Zoomed window:
Region (87, 87) to (117, 117) um. Cells in grey, sequential cells in the stronger grey; small squares are vias.
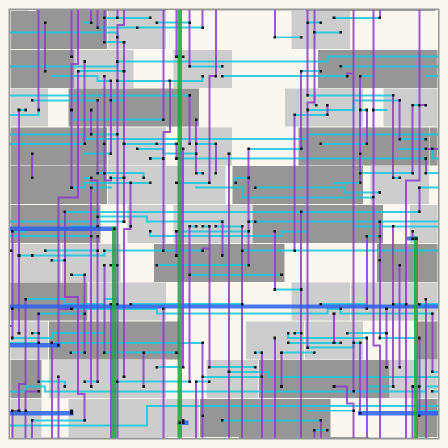
Wire density map:
Scale: 1.5 px per um. The die is cut into 20 by 20 equal tiles; dark purple is low, yellow is high, scaled to the fullest tile. Values are wire area over tile area, all layers added.
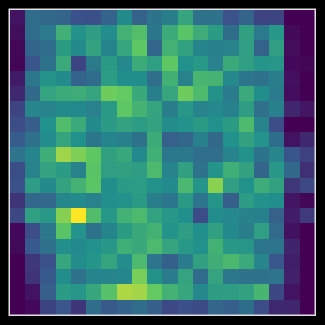
Placement view:
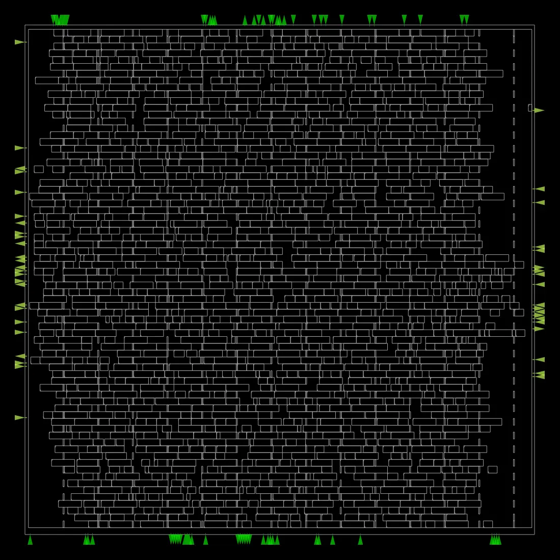
Logic cells by family:
Scale: 2 px per um.
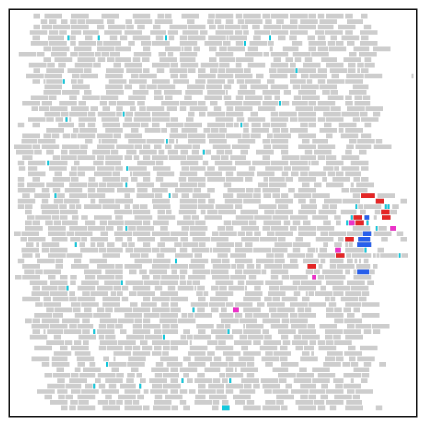
[src/rtl/des_result_fifo.sv]
// des_result_fifo: 64-bit DES result capture FIFO, read out as two 32-bit words (high first).
// Define DES_INFLIGHT_CREDIT_EN to add the in-flight credit counter that drives o_can_issue.
module des_result_fifo #(
    parameter int DEPTH   = 8,
    parameter int LATENCY = 16
) (
    input  logic                     i_clk,
    input  logic                     i_rst,
    input  logic                     i_dv,
    input  logic [63:0]              i_ciphertext,
    input  logic                     i_issue,
    output logic                     o_can_issue,
    output logic [31:0]              o_rdata,
    output logic                     o_rvalid,
    input  logic                     i_rready,
    output logic [$clog2(DEPTH):0]   o_count,
    output logic                     o_overflow,
    input  logic                     i_clr_overflow
);
    localparam int AW = $clog2(DEPTH);
    localparam int CW = AW + 1;
    localparam logic [CW-1:0] FULL_C = CW'(DEPTH);

    logic [63:0]   mem_q [DEPTH];
    logic [63:0]   mem_d [DEPTH];
    logic [AW-1:0] wr_ptr_q, wr_ptr_d, rd_ptr_q, rd_ptr_d;
    logic [CW-1:0] count_q, count_d;
    logic          hsel_q, hsel_d, ovf_q, ovf_d;
    logic          empty, full, xfer, pop, push;

    always_comb begin
        empty    = count_q == '0;
        full     = count_q == FULL_C;
        xfer     = !empty && i_rready;
        pop      = xfer && hsel_q;
        push     = i_dv && (!full || pop);
        mem_d    = mem_q;
        if (push) mem_d[wr_ptr_q] = i_ciphertext;
        wr_ptr_d = push ? wr_ptr_q + AW'(1) : wr_ptr_q;
        rd_ptr_d = pop ? rd_ptr_q + AW'(1) : rd_ptr_q;
        count_d  = count_q + CW'(push) - CW'(pop);
        hsel_d   = xfer ? !hsel_q : hsel_q;
        // A drop in the same cycle as a clear keeps the flag set.
        ovf_d    = (i_dv && full && !pop) ? 1'b1 : (i_clr_overflow ? 1'b0 : ovf_q);
    end

    always_ff @(posedge i_clk or posedge i_rst) begin
        if (i_rst) begin
            mem_q    <= '{default: '0};
            wr_ptr_q <= '0;
            rd_ptr_q <= '0;
            count_q  <= '0;
            hsel_q   <= 1'b0;
            ovf_q    <= 1'b0;
        end else begin
            mem_q    <= mem_d;
            wr_ptr_q <= wr_ptr_d;
            rd_ptr_q <= rd_ptr_d;
            count_q  <= count_d;
            hsel_q   <= hsel_d;
            ovf_q    <= ovf_d;
        end
    end

    assign o_rvalid   = !empty;
    assign o_rdata    = empty ? 32'h0 : (hsel_q ? mem_q[rd_ptr_q][31:0] : mem_q[rd_ptr_q][63:32]);
    assign o_count    = count_q;
    assign o_overflow = ovf_q;

`ifdef DES_INFLIGHT_CREDIT_EN
    localparam int IW = $clog2(LATENCY + 1) + 1;
    logic [IW-1:0] inflight_q, inflight_d;

    always_comb begin
        inflight_d = inflight_q;
        if (i_issue && !i_dv) inflight_d = inflight_q + IW'(1);
        if (i_dv && !i_issue) inflight_d = inflight_q - IW'(1);
    end

    always_ff @(posedge i_clk or posedge i_rst) begin
        if (i_rst) inflight_q <= '0;
        else       inflight_q <= inflight_d;
    end

    // Registered state only: a pop this cycle does not free a credit until next cycle.
    assign o_can_issue = (int'(count_q) + int'(inflight_q)) < DEPTH;
`else
    logic unused_issue;
    assign unused_issue = i_issue;
    assign o_can_issue  = 1'b1;
`endif
endmodule

[config.mk]
export PLATFORM = sky130hd
export DESIGN_NAME = des_result_fifo
export DESIGN_NICKNAME = d
export VERILOG_FILES = /design/src/rtl/des_result_fifo.sv
export SDC_FILE = /design/constraint.sdc
export NUM_CORES = 1
export LEC_CHECK = 0
export CAP_MARGIN = 5
export CORE_UTILIZATION = 60
export DETAILED_ROUTE_END_ITERATION = 8
export GPL_ROUTABILITY_DRIVEN = 0
export HOLD_SLACK_MARGIN = 0.12
export PLACE_DENSITY = 0.79
export SYNTH_ARGS = -nofsm -noshare
export SYNTH_HDL_FRONTEND = slang
export SYNTH_SLANG_ARGS = --single-unit
[constraint.sdc]
create_clock -name i_clk -period 34.8 [get_ports i_clk]
set_clock_uncertainty 0.05 [all_clocks]
set_input_delay 3.48 -clock i_clk [delete_from_list [all_inputs] [get_ports i_clk]]
set_output_delay 3.48 -clock i_clk [all_outputs]
set_load 0.01 [all_outputs]
==> impl_metrics.tcl <==
# metrics dict for downstream scripts
set metrics [dict create \
    portBuffers 106 \
    initCoreUtil 0.609 \
    root_buffer "clkbuf_16" \
    rsz0062_at_grt "no" \
    cts_resized 0 \
    die_h_um 203 \
    final_cell_mix "dfrtp_1 (521), mux2_2 (440), mux4_2 (128)" \
    dp.cells 2004 \
    critPathLaunchType "flip-flop" \
    layout_top_cell "dfrtp_1" \
    whs_path_depth 1 \
    clk_latency_ns 0.60 \
    fin_nets 1614 \
    fin_setup_tns_ns 0 \
    clk_pin_slew_ns 0.06 \
    leakage_nw 11.5 \
    worstPathMaxFanout 50 \
    p_sw_w 0.000914 \
    mux_share 0.380 \
    worstHoldStart "mem_q[433]" \
    async_flop_share 1.00 \
    path_class "flip-flop to output pin" \
    r2r-end "mem_q[381]" \
    required_ns 31.27 \
    power_frac_comb 0.419 \
    finalSetupViolCount 0 \
    post_cts_buffers 0 \
    grt_pass1_wl_um 86200 \
    drt_wl_total_um 54000 \
    rrSetupSlack_ns 31.29 \
    edf_count 0 \
    ys_ff 524 \
    io_pins 109 \
    r2r_cells 5 \
    drive_gt1_frac 0.475 \
    place_hpwl_um 30200 \
    cts.htree.levels 2 \
    yosys_cells 1456 \
    ctsLongestPathBuffers 3 \
    cap_violations 0 \
    run_status "finished, final reports clean" \
    via_per_inst 6.34 \
    fmax_mhz 121 \
    ys_seq_frac 0.541 \
    p_int_w 0.00195 \
    numCtsBuffers 54 \
    ys_top_logic_family "multiplexers" \
    compound_area_frac 0.0181 \
    top_area_frac 0.541 \
    gr-total-overflow 0 \
    seqPwrFrac 0.385 \
    period_needed_ns 8.24 \
    cp-startpoint "rd_ptr_q[1]" \
    period_used_share 0.237 \
    synth_xor_xnor_area_share 0.00253 \
    ff_type "dfrtp_1" \
    ys_sh_simple 0.0163 \
    peakVddDrop_uv 66.2 \
    sw_frac_of_total 0.319 \
    grt_pass1_vias 14500 \
    dp_slack_ns 27.17 \
    clkPwrFrac 0.195 \
    min-delay-path-class "flip-flop to flip-flop" \
    common_cells "dfrtp_1 (524), mux2_2 (440), mux4_2 (128), mux2_4 (60), inv_1 (42)" \
]
About 'zoomed window':
M1 -> cyan
M2 -> purple
M3 -> blue
M4 -> green
netlist names of flops here include = mem_q (14)
sequential cells in the window = 14
most frequent = mux2_2 (15), dfrtp_1 (14)
cells with their middle in the window = 39

About 'wire density map':
tiles over half the peak = 41%
fullest tile = 0.49
mean over tiles = 0.21
nearly empty tiles = 5.5%

About 'placement view':
fin cells: 2,102
fraction of area in registers: 0.482

About 'logic cells by family':
inv cells -> cyan  # cells 42, most used inv_1, where widely spread
fa/ha/maj cells -> red  # cells 9, most used ha_1, where middle right
non-inverting ao/oa cells -> blue  # cells 5, where middle right
and/or cells -> magenta  # cells 5, most used or3b_2, where middle right

registers in the layout, summed over array words and instances (netlist names):
signal / flops
o_overflow: 1
mem_q: 512
hsel_q: 1
rd_ptr_q: 3
wr_ptr_q: 3
o_count: 4
power by group through the flow:
stage | registers [W] | clock network, W | logic (W)
5_1_grt | 0.00114 | 0.000598 | 0.00128
4_1_cts | 0.00110 | 0.000573 | 0.00121
3_3_place_gp | 0.00109 | 0 | 0.00117
3_5_place_dp | 0.00111 | 0 | 0.00120
2_1_floorplan | 0.00103 | 0 | 0.000919
6_report | 0.00110 | 0.000560 | 0.00120
critical path, stage by stage, from the launching register on:
cell and delay [ns]:
dfrtp_4 0.84, buf_4 0.71, buf_4 0.75, mux4_2 0.60, mux2i_1 0.39, o221ai_1 0.25, clkdlybuf4s50_1 0.54
through the flow:
stage	area (sq um)	hold slack, ns	total power (W)	utilization
finish	27200	0.432	0.00287	0.683
detailed placement	25500	0.425	0.00231	0.640
global placement	25500	0.414	0.00226	0.640
global route	27200	0.454	0.00302	0.683
floorplan	24200	0.403	0.00195	-
CTS	27200	0.438	0.00289	0.683
area by class of cell:
cell class	count	area, sq um
Antenna cell	1	2.50
Clock buffer	88	1680
Clock inverter	9	50.0
Fill cell	2710	12600
Inverter	42	165
Multi-Input combinational cell	783	10300
Sequential cell	524	13100
Tap cell	525	657
Timing Repair Buffer	130	1250
layer usage:
| metal | up-vias | wire, um | track usage | part of all wire |
|---|---|---|---|---|
| li1 | 5639 | - | - | - |
| met1 | 7324 | 24500 | 0.403 | 0.45 |
| met2 | 276 | 25700 | 0.428 | 0.48 |
| met3 | 76 | 2890 | 0.0594 | 0.054 |
| met4 | 6 | 952 | 0.0677 | 0.018 |
| met5 | - | 31 | 0 | 0.00057 |
Power and IR drop assume default switching activity.
